### Clock nets, run 1

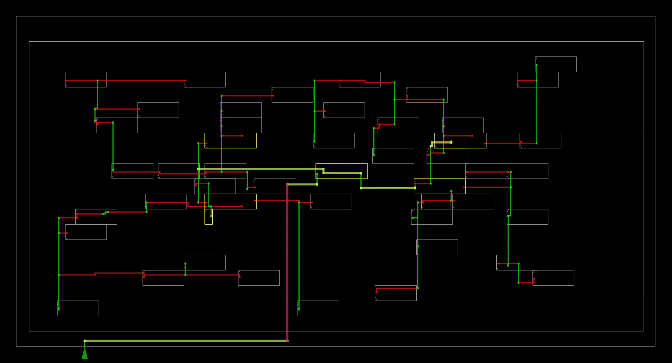
### Sequential cells colored by netlist name, run 1

Other sequential cells in the stronger gray, the rest of the logic in the fainter gray.
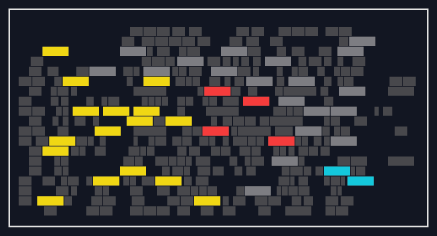
### Logic cells by family, run 1

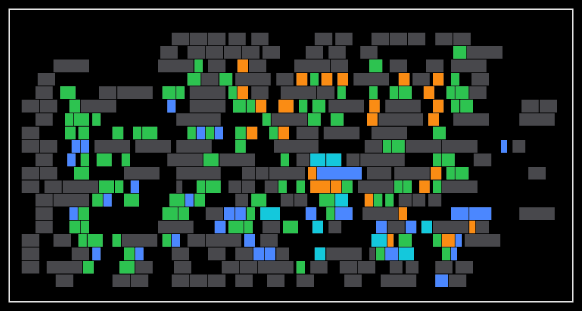
### Placed cells, one color a class, run 1

The bar under the picture is 20 um long. Fill, decap, tap and diode cells in gray.
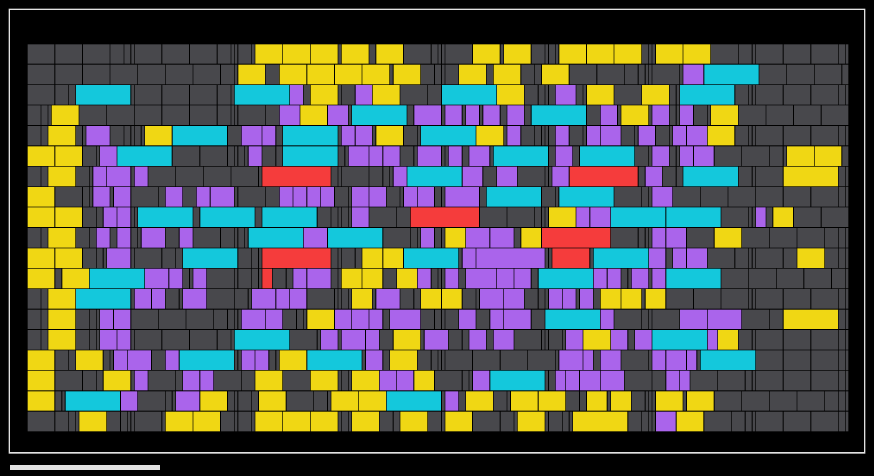
### src/rtl/mem_arbiter_if.sv
// Bundle of fetch, data and memory-side signals shared by mem_arbiter and its environment.
// The slave modport is the arbiter's view; master is the requester/memory side.
`timescale 1ns/1ps
interface mem_arbiter_if;
    logic        i_req;
    logic [15:0] i_addr;
    logic [15:0] i_data;
    logic        i_done;
    logic        i_stall;

    logic        d_rd;
    logic        d_wr;
    logic [15:0] d_addr;
    logic [15:0] d_wdata;
    logic [15:0] d_rdata;
    logic        d_done;
    logic        d_stall;

    logic [15:0] mem_addr;
    logic [15:0] mem_wdata;
    logic        mem_rd;
    logic        mem_wr;
    logic [15:0] mem_rdata;
    logic        mem_done;
    logic        mem_stall;

    logic        err;

    modport slave (
        input  i_req, i_addr, d_rd, d_wr, d_addr, d_wdata,
               mem_rdata, mem_done, mem_stall,
        output i_data, i_done, i_stall, d_rdata, d_done, d_stall,
               mem_addr, mem_wdata, mem_rd, mem_wr, err
    );

    modport master (
        output i_req, i_addr, d_rd, d_wr, d_addr, d_wdata,
               mem_rdata, mem_done, mem_stall,
        input  i_data, i_done, i_stall, d_rdata, d_done, d_stall,
               mem_addr, mem_wdata, mem_rd, mem_wr, err
    );
endinterface

### src/rtl/mem_arbiter.sv
// Arbitrates one multi-cycle memory port between instruction fetch and data access.
// Data has priority; a starvation counter forces a fetch grant after STARVE_MAX data grants.
`timescale 1ns/1ps
module mem_arbiter #(
    parameter int unsigned STARVE_MAX = 3
) (
    input  logic          clk,
    input  logic          rst,
    mem_arbiter_if.slave  bus
);

    typedef enum logic [1:0] {
        IDLE  = 2'd0,
        ISSUE = 2'd1,
        WAIT  = 2'd2
    } state_t;

    localparam logic [3:0] LP_STARVE_MAX = 4'(STARVE_MAX);

    state_t      r_state;
    logic        r_owner_d;
    logic        r_op_wr;
    logic [15:0] r_addr;
    logic [15:0] r_wdata;
    logic [3:0]  r_starve;
    logic        r_err;

    state_t      w_state_nxt;
    logic        w_d_req;
    logic        w_grant;
    logic        w_d_win;
    logic [3:0]  w_starve_nxt;
    logic        w_err_set;
    logic        w_mem_rd;
    logic        w_mem_wr;
    logic        w_i_done;
    logic        w_d_done;

    assign w_d_req = bus.d_rd | bus.d_wr;

    always_comb begin
        w_state_nxt  = r_state;
        w_grant      = 1'b0;
        w_d_win      = 1'b0;
        w_starve_nxt = r_starve;
        w_err_set    = 1'b0;
        w_mem_rd     = 1'b0;
        w_mem_wr     = 1'b0;
        w_i_done     = 1'b0;
        w_d_done     = 1'b0;

        case (r_state)
            IDLE: begin
                // Conflicting load+store and stray memory completions are both flagged here
                if ((bus.d_rd & bus.d_wr) | bus.mem_done) begin
                    w_err_set = 1'b1;
                end
                if (w_d_req | bus.i_req) begin
                    w_grant     = 1'b1;
                    w_state_nxt = ISSUE;
                    w_d_win     = w_d_req & ~(bus.i_req & (r_starve == LP_STARVE_MAX));
                    if (w_d_win & bus.i_req) begin
                        w_starve_nxt = (r_starve == LP_STARVE_MAX) ? r_starve
                                                                   : r_starve + 4'd1;
                    end else begin
                        w_starve_nxt = '0;
                    end
                end
            end

            ISSUE: begin
                w_mem_rd = ~r_op_wr;
                w_mem_wr = r_op_wr;
                if (bus.mem_done) begin
                    w_err_set = 1'b1;
                end
                if (!bus.mem_stall) begin
                    w_state_nxt = WAIT;
                end
            end

            WAIT: begin
                if (bus.mem_done) begin
                    w_i_done    = ~r_owner_d;
                    w_d_done    = r_owner_d;
                    w_state_nxt = IDLE;
                end
            end

            default: begin
                w_state_nxt = IDLE;
            end
        endcase
    end

    always_ff @(posedge clk) begin
        if (rst) begin
            r_state   <= IDLE;
            r_owner_d <= 1'b0;
            r_op_wr   <= 1'b0;
            r_addr    <= '0;
            r_wdata   <= '0;
            r_starve  <= '0;
            r_err     <= 1'b0;
        end else begin
            r_state  <= w_state_nxt;
            r_starve <= w_starve_nxt;
            if (w_err_set) begin
                r_err <= 1'b1;
            end
            if (w_grant) begin
                r_owner_d <= w_d_win;
                // A simultaneous load+store proceeds as a store
                r_op_wr   <= w_d_win & bus.d_wr;
                r_addr    <= w_d_win ? bus.d_addr : bus.i_addr;
                if (w_d_win) begin
                    r_wdata <= bus.d_wdata;
                end
            end
        end
    end

    assign bus.mem_addr  = r_addr;
    assign bus.mem_wdata = r_wdata;
    assign bus.mem_rd    = w_mem_rd;
    assign bus.mem_wr    = w_mem_wr;

    assign bus.i_data    = bus.mem_rdata;
    assign bus.d_rdata   = bus.mem_rdata;
    assign bus.i_done    = w_i_done;
    assign bus.d_done    = w_d_done;

    assign bus.i_stall   = bus.i_req & ~w_i_done;
    assign bus.d_stall   = w_d_req & ~w_d_done;

    assign bus.err       = r_err;

endmodule

### src/flat_wrapper.sv
// flat-port wrapper written by rule: the top's interface ports become plain ports
module mem_arbiter_flat 
#(
    parameter int unsigned STARVE_MAX = 3
)
  (clk, rst, bus_i_req, bus_i_addr, bus_d_rd, bus_d_wr, bus_d_addr, bus_d_wdata, bus_mem_rdata, bus_mem_done, bus_mem_stall, bus_i_data, bus_i_done, bus_i_stall, bus_d_rdata, bus_d_done, bus_d_stall, bus_mem_addr, bus_mem_wdata, bus_mem_rd, bus_mem_wr, bus_err);
  mem_arbiter_if bus_i ();
  input  logic clk;
  input  logic rst;
  input wire logic [$bits(bus_i.i_req)-1:0] bus_i_req;
  input wire logic [$bits(bus_i.i_addr)-1:0] bus_i_addr;
  input wire logic [$bits(bus_i.d_rd)-1:0] bus_d_rd;
  input wire logic [$bits(bus_i.d_wr)-1:0] bus_d_wr;
  input wire logic [$bits(bus_i.d_addr)-1:0] bus_d_addr;
  input wire logic [$bits(bus_i.d_wdata)-1:0] bus_d_wdata;
  input wire logic [$bits(bus_i.mem_rdata)-1:0] bus_mem_rdata;
  input wire logic [$bits(bus_i.mem_done)-1:0] bus_mem_done;
  input wire logic [$bits(bus_i.mem_stall)-1:0] bus_mem_stall;
  output wire logic [$bits(bus_i.i_data)-1:0] bus_i_data;
  output wire logic [$bits(bus_i.i_done)-1:0] bus_i_done;
  output wire logic [$bits(bus_i.i_stall)-1:0] bus_i_stall;
  output wire logic [$bits(bus_i.d_rdata)-1:0] bus_d_rdata;
  output wire logic [$bits(bus_i.d_done)-1:0] bus_d_done;
  output wire logic [$bits(bus_i.d_stall)-1:0] bus_d_stall;
  output wire logic [$bits(bus_i.mem_addr)-1:0] bus_mem_addr;
  output wire logic [$bits(bus_i.mem_wdata)-1:0] bus_mem_wdata;
  output wire logic [$bits(bus_i.mem_rd)-1:0] bus_mem_rd;
  output wire logic [$bits(bus_i.mem_wr)-1:0] bus_mem_wr;
  output wire logic [$bits(bus_i.err)-1:0] bus_err;
  assign bus_i.i_req = bus_i_req;
  assign bus_i.i_addr = bus_i_addr;
  assign bus_i.d_rd = bus_d_rd;
  assign bus_i.d_wr = bus_d_wr;
  assign bus_i.d_addr = bus_d_addr;
  assign bus_i.d_wdata = bus_d_wdata;
  assign bus_i.mem_rdata = bus_mem_rdata;
  assign bus_i.mem_done = bus_mem_done;
  assign bus_i.mem_stall = bus_mem_stall;
  assign bus_i_data = bus_i.i_data;
  assign bus_i_done = bus_i.i_done;
  assign bus_i_stall = bus_i.i_stall;
  assign bus_d_rdata = bus_i.d_rdata;
  assign bus_d_done = bus_i.d_done;
  assign bus_d_stall = bus_i.d_stall;
  assign bus_mem_addr = bus_i.mem_addr;
  assign bus_mem_wdata = bus_i.mem_wdata;
  assign bus_mem_rd = bus_i.mem_rd;
  assign bus_mem_wr = bus_i.mem_wr;
  assign bus_err = bus_i.err;
  mem_arbiter #(.STARVE_MAX(STARVE_MAX)) u_core (.clk(clk), .rst(rst), .bus(bus_i));
endmodule
### config.mk
export PLATFORM = sky130hd
export DESIGN_NAME = mem_arbiter_flat
export DESIGN_NICKNAME = d
export VERILOG_FILES = /design/src/rtl/mem_arbiter_if.sv /design/src/rtl/mem_arbiter.sv /design/src/flat_wrapper.sv
export SDC_FILE = /design/constraint.sdc
export NUM_CORES = 1
export LEC_CHECK = 0
export CAP_MARGIN = 20
export CORE_ASPECT_RATIO = 0.5
export CORE_MARGIN = 2
export CORE_UTILIZATION = 37
export CTS_CLUSTER_SIZE = 10
export DETAILED_ROUTE_END_ITERATION = 10
export PLACE_DENSITY_LB_ADDON = 0.25
export SYNTH_ARGS = -nofsm -noshare
export SYNTH_HDL_FRONTEND = slang
export SYNTH_SLANG_ARGS = --single-unit
### constraint.sdc
create_clock -name clk -period 2 [get_ports clk]
set_input_delay 0.2 -clock clk [delete_from_list [all_inputs] [get_ports clk]]
set_output_delay 0.2 -clock clk [all_outputs]
set_load 0.05 [all_outputs]
==> changes_impl.md, run 1 <==
## Flow update

* Status: finished clean
* CP Launch Type: flop
* Fin. Hold Viols at 0
* Resize count post-CTS at 0
* Syn avg cell area at 8.29 um^2
* CTS clk-pin slew, worst paths at 0.06 ns
* Critical path class: flop to flop
* Die Wd at 114 um
* Tool Warnings at 26
* Seq share, synth at 36.8%
* CTS H-tree depth at 2
* Clk root buf: clkbuf_16
* CP Capture Point: u_core.bus.mem_addr[4]$_SDFFE_PP0P_
* # nets final at 391
* Leakage at between 1 and 1.5 nW
* Crit path time final at 1.71 ns
* CP Cell Sequence: ha_1 -> nor4bb_4 -> buf_4 -> nor3_1 -> o32ai_1
* CTS tree: done
* Unique masters post-synth at 38
* Top cells by count, synth: dfxtp_1, buf_4, a21oi_1, clkbuf_1, o21ai_0
* Yosys stat area at 2230 um^2
* Asr flop ratio synth at 0%
* Per-cell routed wire length at about 18 um
* Yosys warnings at 0
## Picture notes: 'Clock nets'
clk sink count: 41
Skew-Pair Late Insertion Delay: 0.28 ns
total CTS buffers: 5

## Picture notes: 'Sequential cells colored by netlist name'
netlist name	color	placed flops
`u_core.r_state`	cyan	2
`u_core.bus.mem_addr`	yellow	16
`u_core.r_starve`	red	4

## Picture notes: 'Logic cells by family'
family	color	cells	most used
NOR gates	blue	31	nor3_1
AND and OR gates	cyan	9	and3b_1
NAND gates	orange	26	nand4_1
inverting AOI/OAI gates	green	93	a21oi_1

## Picture notes: 'Placed cells, one color a class'
class	color	cells	share of their area
clock drivers and dummy loads	red	7	4.6%
flops	cyan	41	27%
other buffers and delay cells	yellow	108	34%
combinational and other logic	purple	163	34%

run 1: report_power, final:
group	internal, mW	total (mW)	switching (mW)
Combinational	0.331	0.830	0.498
Sequential	0.895	0.940	0.0457
Clock	0.490	0.796	0.305
run 1: cell type report:
class | instances | area share [%]
inverter | 1 | 0.118
multi-input combinational | 162 | 33.3
timing repair buffer | 108 | 33.5
tap | 73 | 2.87
clock buffer | 7 | 4.48
sequential | 41 | 25.8
run 1: kinds of logic (layout without fill, tap and decap cells):
family,Yosys count,count (layout),share of synthesized area (%)
buffers and inverters,66,116,17.3
DFF,41,41,36.8
AOI/OAI and AO/OA,95,95,27.2
and+or+nand+nor,66,66,18.2
adders and majority gates,1,1,0.561
run 1: cell usage in the layout (no fill, tap or decap), types with 2 or more instances in the layout:
| cell type | netlist | routed |
|---|---|---|
| dfxtp_1 | 41 | 41 |
| nand3_1 | 3 | 3 |
| nor4_1 | 6 | 6 |
| nand4_1 | 18 | 18 |
| nand2_1 | 2 | 2 |
| a31oi_1 | 14 | 14 |
| nor3_1 | 15 | 13 |
| nor3b_1 | 3 | 2 |
| a2111oi_0 | 3 | 3 |
| o21ai_0 | 19 | 19 |
| o31ai_1 | 16 | 16 |
| and3b_1 | 3 | 3 |
| buf_12 | 0 | 3 |
| nor3_2 | 0 | 2 |
| o32ai_1 | 13 | 13 |
| clkdlybuf4s50_1 | 0 | 87 |
| a21oi_1 | 26 | 26 |
| buf_4 | 32 | 18 |
| nor2_2 | 0 | 2 |
| nor2_1 | 5 | 3 |
| clkbuf_16 | 0 | 5 |
run 1: flip-flops by register name, indices dropped and copies added (netlist names):
name	flops
u_core.bus.err	1
u_core.r_owner_d	1
u_core.r_state	2
u_core.r_starve	4
u_core.r_op_wr	1
u_core.bus.mem_addr	16
u_core.bus.mem_wdata	16
run 1: worst min path at each step:
stage,endpoint,depth (start not counted)
6_report,bus_d_rdata[11],0
5_1_grt,bus_d_rdata[14],0
4_1_cts,bus_d_rdata[11],0
3_3_place_gp,bus_d_rdata[11],0
2_1_floorplan,u_core.r_op_wr$_SDFFE_PP0P_,2
3_5_place_dp,bus_d_rdata[11],0
run 1: layer usage:
| metal | part of all wire [%] | global-route usage, % | routed length (um) |
|---|---|---|---|
| met1 | 45 | 26.9 | 3110 |
| met2 | 47 | 33.4 | 3270 |
| met3 | 6.9 | 4.74 | 483 |
| met4 | 1.7 | 7.84 | 118 |
| met5 | 0 | 0 | 0 |
run 1: stage by stage:
step	hold slack (ns)	area, um^2	setup slack (ns)	power, mW
floorplan	0.348	2240	0.135	1.62
global placement	0.401	3040	0.211	1.77
detailed placement	0.401	3040	0.146	1.78
CTS	0.401	3180	0.298	2.57
global route	0.400	3180	0.171	2.66
finish	0.400	3180	0.292	2.57
==> inputs of run 2 (changes only) <==
--- a/config.mk
+++ b/config.mk
@@ -12,6 +12,7 @@
 export CTS_CLUSTER_SIZE = 10
 export DETAILED_ROUTE_END_ITERATION = 10
 export PLACE_DENSITY_LB_ADDON = 0.25
+export SKIP_LAST_GASP = 1
 export SYNTH_ARGS = -nofsm -noshare
 export SYNTH_HDL_FRONTEND = slang
 export SYNTH_SLANG_ARGS = --single-unit
==> constraint.sdc (replaced) <==
create_clock -name clk -period 2 [get_ports clk]
set_input_delay 0.2 -clock clk [delete_from_list [all_inputs] [get_ports clk]]
set_output_delay 0.2 -clock clk [all_outputs]
set_load 0.01 [all_outputs]
### Sequential cells colored by netlist name, run 2

Other sequential cells in the stronger gray, the rest of the logic in the fainter gray.
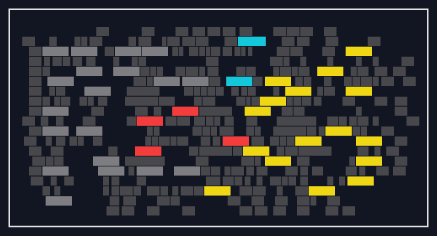
netlist name	color	placed flops
`u_core.r_starve`	red	4
`u_core.bus.mem_addr`	yellow	16
`u_core.r_state`	cyan	2
P_seq: 0.938 mW
register area: 822 um^2
Finished Core Util: 56.4%
Seq area share: 25.7%

### Logic cells by family, run 2

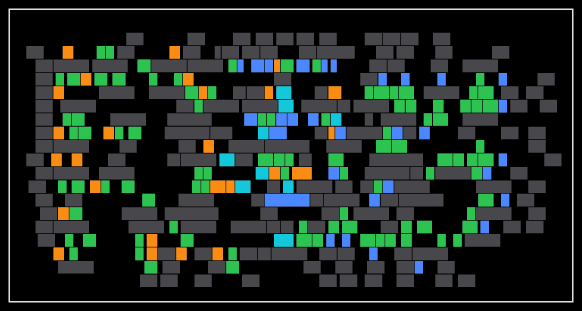
family	color	cells	most used
NOR gates	blue	31	nor3_1
inverting AOI/OAI gates	green	93	a21oi_1
NAND gates	orange	26	nand4_1
AND and OR gates	cyan	9	and3b_1

==> run 2 against run 1 <==
  * Combinational power shrank 28%
  * Critical endpoint is now bus_i_done
  * Non-clock buffer count shrank 1
  * Count of clock-buffer cells in the layout shrank 2
  * Routed wire length grew 1.8%
  * Cell count is the same
==> changes_impl.md, run 2 <==
## Flow update

* Syn avg cell area at 8.29 um^2 (unchanged)
* Hold depth at 0 (unchanged)
* Total power at 2.57 mW (+0.32%)
* CTS tree: done
* Critical path class: flop to output pin
* First-pass GRT wire length at 11.2 mm
* Initial DRC count at 117
* Largest net degree at the start of global routing at 42
* CP Cell Sequence: buf_4 -> nor3_1 -> clkdlybuf4s50_1
* Die Wd at 114 um (unchanged)
* Yosys cell count at 269
* Per-cell routed wire length at 18.1 um (+1.8%)
* Clk root buf: clkbuf_16
* Crit path capture type: output pin
* F_max at 0.532 GHz
* CTS clk-pin slew, worst paths at 0.06 ns (about the same)
* CTS H-tree depth at 2 (unchanged)
* Synth area leaders: dfxtp_1, buf_4, a21oi_1
* Tool Warnings at 26 (unchanged)
* Skew-Pair Late Insertion Delay at 0.28 ns (about the same)
* Asr flop ratio synth at 0% (unchanged)
* CP Launch Type: flop
* Reg-to-reg critical path startpoint: u_core.r_state[1]$_SDFFE_PP0P_
* Resize count post-CTS at 0 (unchanged)
* Top area contributor share at 36.8%
* Top cells excl fill/tap: clkdlybuf4s50_1, dfxtp_1, a21oi_1
* Worst VDD drop at 0.361 mV
* Yosys stat area at 2230 um^2 (unchanged)
* Hold path endpoint: bus_i_data[5]
* Synth Instances at ~270
* Yosys warnings at 0 (unchanged)
* Top cells by count, synth: dfxtp_1, buf_4, a21oi_1, clkbuf_1, o21ai_0
* Unique masters post-synth at 38 (unchanged)
* Leakage at 1.14 nW (-0.28%)
* Seq share, synth at 36.8% (unchanged)
* Clk sink count at 41 (unchanged)
* Total CTS buffers at 5 (unchanged)
* Placement Cell Area at 3000 um^2 (-1.3%)
* Fin. Hold Viols at 0 (unchanged)
* Crit path time final at 1.88 ns (+0.172 ns)
* WP data arrival at approximately 1.7 ns
* # nets final at 390 (-0.26%)
* Status: finished clean
* Most common logic cell in the routed design: clkdlybuf4s50_1
* Final Cell Area at 3190 um^2 (+0.28%)
* Std-Cell Core Area at about 5700 um^2
* Max Cap Violations at 0
[run 2: cell count changes in the layout (fill, tap and decap cells not counted), sizes merged]
| cell | change |
|---|---|
| clkinv | +1 |
| clkdlybuf4s50 | +6 |
| bufinv | +2 |
| buf | -7 |
| clkbuf | -2 |
[run 2: report_power, final]
| part | total [mW] | leakage, nW | switching [mW] | internal, mW |
|---|---|---|---|---|
| Sequential | 0.938 | 0.339 | 0.0439 | 0.895 |
| Combinational | 0.596 | 0.711 | 0.274 | 0.322 |
| Clock | 1.04 | 0.0938 | 0.326 | 0.713 |
| Total | 2.57 | 1.14 | 0.644 | 1.93 |
[run 2: metrics by stage]
step           setup slack, ns  util [%]  hold WS, ns
2_1_floorplan            0.390         -        0.348
3_3_place_gp             0.152      53.1        0.400
3_5_place_dp             0.125      53.1        0.400
4_1_cts                 0.0773      56.4        0.400
5_1_grt                 0.0242      56.4        0.400
6_report                 0.120      56.4        0.400
[run 2: worst max-delay path by stage]
| stage | from | end | slack (ns) | cells past startpoint |
|---|---|---|---|---|
| 2_1_floorplan | u_core.r_starve[0]$_SDFFE_PP0P_ | u_core.bus.mem_addr[2]$_SDFFE_PP0P_ | 0.39 | 6 |
| 3_3_place_gp | bus_mem_done | bus_i_stall | 0.15 | 5 |
| 3_5_place_dp | bus_d_wr | u_core.bus.mem_addr[7]$_SDFFE_PP0P_ | 0.12 | 4 |
| 4_1_cts | u_core.r_state[1]$_SDFFE_PP0P_ | bus_i_done | 0.08 | 3 |
| 5_1_grt | u_core.r_state[1]$_SDFFE_PP0P_ | u_core.bus.mem_addr[7]$_SDFFE_PP0P_ | 0.02 | 4 |
| 6_report | u_core.r_state[0]$_SDFFE_PP0P_ | bus_i_done | 0.12 | 3 |
[run 2: final cells by class]
| class | instances | area (um^2) | share of cell area (%) |
|---|---|---|---|
| Clock inverter | 3 | 65.1 | 2.04 |
| Clock buffer | 5 | 125 | 3.92 |
| Tap cell | 73 | 91.3 | 2.86 |
| Timing Repair Buffer | 107 | 1040 | 32.4 |
| Sequential cell | 41 | 822 | 25.7 |
| Inverter | 1 | 3.75 | 0.118 |
| Multi-Input combinational cell | 162 | 1050 | 32.9 |
[run 2: logic make-up (layout without fill, tap and decap cells)]
| group | after synthesis | after routing | synth area share (%) |
|---|---|---|---|
| compound gates | 95 | 95 | 27.2 |
| buf+inv | 66 | 116 | 17.3 |
| flops | 41 | 41 | 36.8 |
| fa+ha+maj | 1 | 1 | 0.561 |
| simple gates | 66 | 66 | 18.2 |
[run 2: per-layer routing]
metal / up-vias / part of all wire, % / global-route usage (%)
li1: 1094 / - / -
met1: 1036 / 42 / 26.5
met2: 113 / 47 / 36.1
met3: 12 / 9.5 / 5.87
met4: 0 / 1.5 / 6.10
met5: - / 0 / 0
[run 2: critical path: cells and delay by family (launching register included)]
kind	cells	cell delay, ns
buf+inv	2	0.77
flops	1	0.30
simple gates	1	0.33
Power and IR drop assume default switching activity.
